I/O nets highlighted:
(1 px per micron)
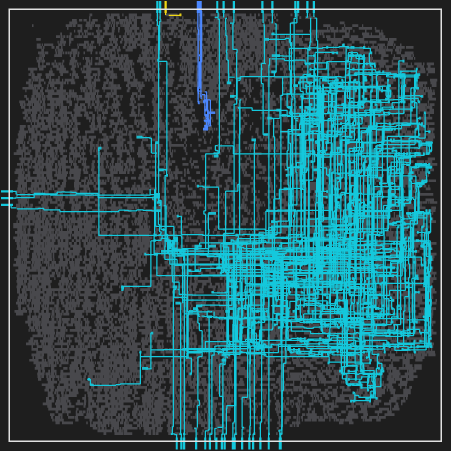
M2 wires:
(1 px per micron) Cells faint in the background.
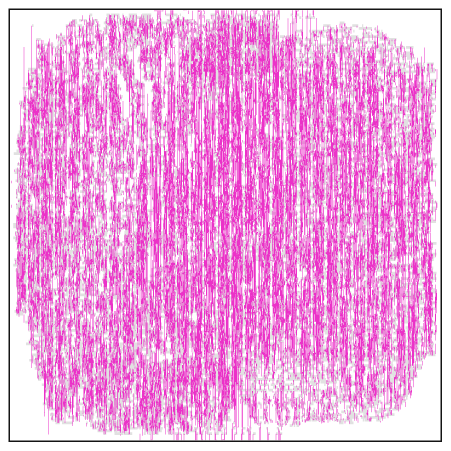
The clock network:
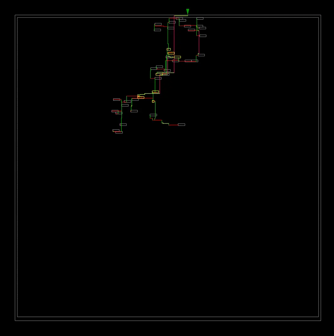
Metal layers overlaid:
(1.5 px per micron) Two of the layers only.
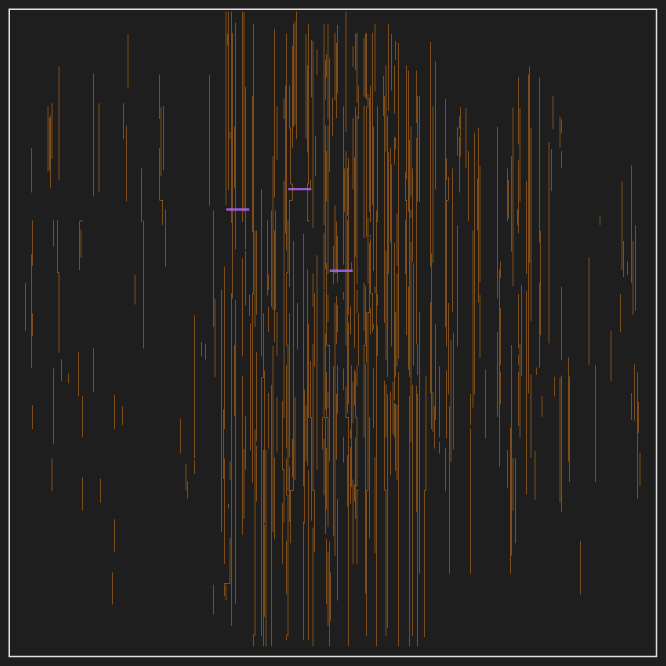
Layout detail:
Region (313, 313) to (333, 333) microns. Cells in grey, sequential cells in the stronger grey; small squares are vias.
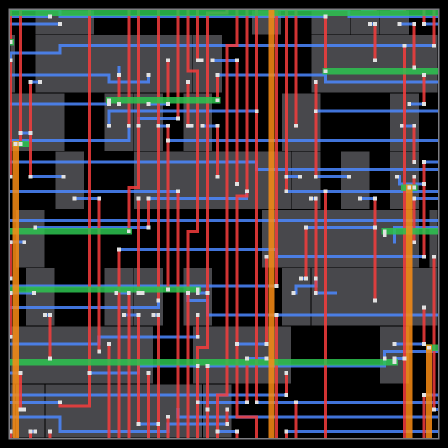
[src/rtl/alu_if.sv]
// Operand/opcode bus into the registered ALU, plus its registered result and status.
// The master drives operands and opcode; the slave (the ALU) returns result and error code.
interface alu_if #(
  parameter int WIDTH = 32,
  parameter int OPW   = 4
);
  logic [WIDTH-1:0] inputP;
  logic [WIDTH-1:0] inputQ;
  logic [OPW-1:0]   opCode;
  logic [WIDTH-1:0] outALU;
  logic [1:0]       errorCode;

  modport master (
    output inputP, inputQ, opCode,
    input  outALU, errorCode
  );

  modport slave (
    input  inputP, inputQ, opCode,
    output outALU, errorCode
  );
endinterface

[src/rtl/alu_accumulator.sv]
// Registered unsigned ALU: combinational compute of the selected opcode, one register stage
// holding the result and a 2-bit status that is rewritten on every clock edge.
module alu_accumulator #(
  parameter int WIDTH = 32,
  parameter int OPW   = 4
) (
  input  logic  clk,
  input  logic  rst,
  alu_if.slave  bus
);

  typedef enum logic [OPW-1:0] {
    OP_NOOP   = 4'b0000,
    OP_ADD    = 4'b0001,
    OP_SUB    = 4'b0010,
    OP_MUL    = 4'b0011,
    OP_DIV    = 4'b0100,
    OP_MOD    = 4'b0101,
    OP_AND    = 4'b0110,
    OP_OR     = 4'b0111,
    OP_XOR    = 4'b1000,
    OP_NOT    = 4'b1001,
    OP_NAND   = 4'b1010,
    OP_NOR    = 4'b1011,
    OP_CLEAR  = 4'b1100,
    OP_PRESET = 4'b1101,
    OP_XNOR   = 4'b1110
  } aluOpT;

  typedef enum logic [1:0] {
    ERR_OK       = 2'b00,
    ERR_OVERFLOW = 2'b01,
    ERR_DIVZERO  = 2'b10,
    ERR_BADOP    = 2'b11
  } errCodeT;

  aluOpT              op;
  logic [WIDTH-1:0]   a;
  logic [WIDTH-1:0]   b;
  logic [WIDTH:0]     sumWide;
  logic [2*WIDTH-1:0] productWide;
  logic               divByZero;

  logic [WIDTH-1:0]   resultQ;
  errCodeT            errorQ;
  logic [WIDTH-1:0]   nextResult;
  errCodeT            nextError;

  assign op          = aluOpT'(bus.opCode);
  assign a           = bus.inputP;
  assign b           = bus.inputQ;
  assign sumWide     = {1'b0, a} + {1'b0, b};
  assign productWide = {{WIDTH{1'b0}}, a} * {{WIDTH{1'b0}}, b};
  assign divByZero   = (b == '0);

  // NOTE: every output of this block is given a default first, so no path leaves
  // a signal unassigned and no latch is inferred.
  always_comb begin
    nextResult = resultQ;
    nextError  = ERR_OK;
    case (op)
      OP_NOOP: ;
      OP_ADD: begin
        nextResult = sumWide[WIDTH-1:0];
        if (sumWide[WIDTH]) nextError = ERR_OVERFLOW;
      end
      OP_SUB: begin
        nextResult = a - b;
        if (a < b) nextError = ERR_OVERFLOW;
      end
      OP_MUL: begin
        nextResult = productWide[WIDTH-1:0];
        if (productWide[2*WIDTH-1:WIDTH] != '0) nextError = ERR_OVERFLOW;
      end
      OP_DIV: begin
        if (divByZero) begin
          nextResult = '0;
          nextError  = ERR_DIVZERO;
        end else begin
          nextResult = a / b;
        end
      end
      OP_MOD: begin
        if (divByZero) begin
          nextResult = '0;
          nextError  = ERR_DIVZERO;
        end else begin
          nextResult = a % b;
        end
      end
      OP_AND:    nextResult = a & b;
      OP_OR:     nextResult = a | b;
      OP_XOR:    nextResult = a ^ b;
      OP_NOT:    nextResult = ~a;
      OP_NAND:   nextResult = ~(a & b);
      OP_NOR:    nextResult = ~(a | b);
      OP_XNOR:   nextResult = ~(a ^ b);
      OP_CLEAR:  nextResult = '0;
      OP_PRESET: nextResult = '1;
      // 1111 and any unknown opcode: keep the previous result, flag a bad opcode.
      default:   nextError  = ERR_BADOP;
    endcase
  end

  // NOTE: state registers use non-blocking assignments so every flop samples
  // pre-edge values, independent of statement order.
  always_ff @(posedge clk or posedge rst) begin
    if (rst) begin
      resultQ <= '0;
      errorQ  <= ERR_OK;
    end else begin
      resultQ <= nextResult;
      errorQ  <= nextError;
    end
  end

  assign bus.outALU    = resultQ;
  assign bus.errorCode = errorQ;

endmodule

[src/flat_wrapper.sv]
// flat-port wrapper written by rule: the top's interface ports become plain ports
module alu_accumulator_flat 
#(
  parameter int WIDTH = 32,
  parameter int OPW   = 4
)
  (clk, rst, bus_inputP, bus_inputQ, bus_opCode, bus_outALU, bus_errorCode);
  alu_if #(.WIDTH(WIDTH), .OPW(OPW)) bus_i ();
  input  logic clk;
  input  logic rst;
  input wire logic [$bits(bus_i.inputP)-1:0] bus_inputP;
  input wire logic [$bits(bus_i.inputQ)-1:0] bus_inputQ;
  input wire logic [$bits(bus_i.opCode)-1:0] bus_opCode;
  output wire logic [$bits(bus_i.outALU)-1:0] bus_outALU;
  output wire logic [$bits(bus_i.errorCode)-1:0] bus_errorCode;
  assign bus_i.inputP = bus_inputP;
  assign bus_i.inputQ = bus_inputQ;
  assign bus_i.opCode = bus_opCode;
  assign bus_outALU = bus_i.outALU;
  assign bus_errorCode = bus_i.errorCode;
  alu_accumulator #(.WIDTH(WIDTH), .OPW(OPW)) u_core (.clk(clk), .rst(rst), .bus(bus_i));
endmodule
[config.mk]
export PLATFORM = sky130hd
export DESIGN_NAME = alu_accumulator_flat
export DESIGN_NICKNAME = d
export VERILOG_FILES = /design/src/rtl/alu_if.sv /design/src/rtl/alu_accumulator.sv /design/src/flat_wrapper.sv
export SDC_FILE = /design/constraint.sdc
export NUM_CORES = 2
export LEC_CHECK = 0
export ABC_AREA = 1
export ABC_CLOCK_PERIOD_IN_PS = 900
export CAP_MARGIN = 20
export CORE_MARGIN = 3
export CORE_UTILIZATION = 40
export DETAILED_ROUTE_END_ITERATION = 8
export GPL_TIMING_DRIVEN = 0
export PLACE_DENSITY = 0.54
export SLEW_MARGIN = 25
export SYNTH_ARGS = -nofsm -noshare
export SYNTH_HDL_FRONTEND = slang
export SYNTH_SLANG_ARGS = --single-unit
[constraint.sdc]
create_clock -name clk -period 0.9 [get_ports clk]
set_input_delay 0.09 -clock clk [delete_from_list [all_inputs] [get_ports clk]]
set_output_delay 0.09 -clock clk [all_outputs]
set_load 0.01 [all_outputs]
==> flow_summary.json <==
{
  "outcome": "finished with violations",
  "violations": "negative setup slack",
  "fa_ha_area_frac": 0.404,
  "fin_worst_skew_ns": 0,
  "cts_buffers": 5,
  "seqPwrFrac": 0.011,
  "grt_pass1_vias": 75711,
  "n_fill_cell": 17499,
  "dp_slack_ns": -76.06,
  "finish.instance_area_sq_um": 94200,
  "ant_nets": 0,
  "antenna_found_initial": 20,
  "initial_utilization": 0.403,
  "ys_sh_simple": 0.237,
  "postPlaceCellArea_sq_um": 78800,
  "grt.overflow.total": 0,
  "comb_share": 0.715,
  "cts_tree": "built",
  "htreeDepth": 2,
  "finalHoldViolCount": 0,
  "largest_class": "multi-input combinational cells",
  "core_area_sq_um": 179000,
  "yosys-top-cells-area": "fa_1, ha_1, nand2_1",
  "synth.top_cell.area_share": 0.250,
  "warnings": 97,
  "finalClockPeriodUsage": 73.1,
  "netlist_logic_family_top": "adder cells",
  "edf_count": 0,
  "drive_gt1_frac": 0.254,
  "fmax_ghz": 0.0152,
  "root_buffer": "clkbuf_16",
  "viasPerCell": 5.38,
  "arrival_ns": 65.98,
  "setup_slack_ns": -64.88,
  "finalSetupViolCount": 62,
  "p_sw_w": 0.139,
  "grt_pass1_wl_microns": 488000,
  "flop_cell": "dfrtp_1",
  "synthToLayoutAreaGrowth_pct": 30.7,
  "synth_chip_area_sq_um": 72100,
  "synth_top_cell_by_area": "fa_1"
}
About 'I/O nets highlighted':
- `rst`: yellow (bits 1; direction input; edge top; end cells 1; wire 16.0 microns)
- `bus_inputQ`: cyan (bits 32; direction input; edge 18 bottom, 11 top, 3 left; end cells 1,100; wire 41.6 mm)
- `bus_opCode`: blue (bits 4; direction input; edge top; end cells 14; wire 529 microns)
Ports: 104
IO buf count: 103

About 'M2 wires':
- main direction: vertical
- wire length on this layer: 156 mm
- nets with wire on the layer: 11,479
- longest straight run: 150 microns

About 'the clock network':
clk sinks: 34
registers: 34
final-layout clock buffer total: 6

About 'metal layers overlaid':
- M5: purple (wire length 41.4 microns)
- M4: orange (wire length 26.7 mm)
GRT Total Usage: 0.352
total wire length: 338,000 microns
vias post-DR: 76,249

About 'layout detail':
- M2: red
- M4: orange
- M1: blue
- M3: green
- cells with their middle in the window: 28
- most frequent: inv_1 (12), fa_1 (7), nand2_1 (6)
- sequential cells in the window: 0

-- power by group through the flow --
stage          Combinational (W)  Sequential [W]  Clock (W)
2_1_floorplan              0.170         0.00266          0
3_3_place_gp               0.207         0.00258          0
5_1_grt                    0.248         0.00263    0.00206
4_1_cts                    0.219         0.00261    0.00199
3_5_place_dp               0.209         0.00259          0
6_report                   0.230         0.00265    0.00201
-- state kept, by name, summed over array words and instances, names as in the netlist --
register	flops
u_core.bus.errorCode	2
u_core.bus.outALU	32
-- synthesized netlist by cell type (14+ instances only) --
cell type	instances
o21ai_1	126
a21oi_2	35
buf_2	25
o22ai_1	41
o211ai_1	16
xor2_1	284
nand3b_1	22
nand4_1	75
a21o_1	31
and2_1	28
a21oi_1	609
xnor2_1	144
fa_1	899
o21a_1	16
buf_6	54
inv_2	67
a21boi_0	16
clkinv_1	14
a221oi_1	31
nor2_1	388
ha_1	890
a211oi_1	34
or2_2	82
o221ai_1	20
a31oi_1	27
clkbuf_8	18
dfrtp_1	34
nor3_1	79
inv_1	2472
clkbuf_1	250
o21ai_2	41
o2111ai_1	16
buf_1	33
o21ai_0	295
nand2_2	53
nand3_1	321
o21bai_1	53
o31ai_1	18
o21bai_2	19
nand2_1	2741
nand3_2	83
nor4_1	46
-- metal layers --
layer  GRT usage  part of all wire  vias to the layer above
met5           0           0.00012                        -
met2       0.586              0.46                     2934
met1       0.433              0.39                    37256
met3      0.0467             0.067                      866
met4       0.217             0.079                        6
li1            -                 -                    35187
-- per-stage QoR --
stage                     hold slack [ns]  std cells  power (W)   TNS, ns
after global placement              0.479      13171      0.210  -2475.95
after detailed placement            0.413      13191      0.211  -2419.72
after global routing                0.111      14166      0.252  -2172.91
after CTS                          0.0948      13935      0.223  -2028.69
final                              0.0886      14182      0.234  -2062.22
after floorplan                     0.176      10713      0.173  -1877.04
Power is estimated from default activity; no workload was simulated.
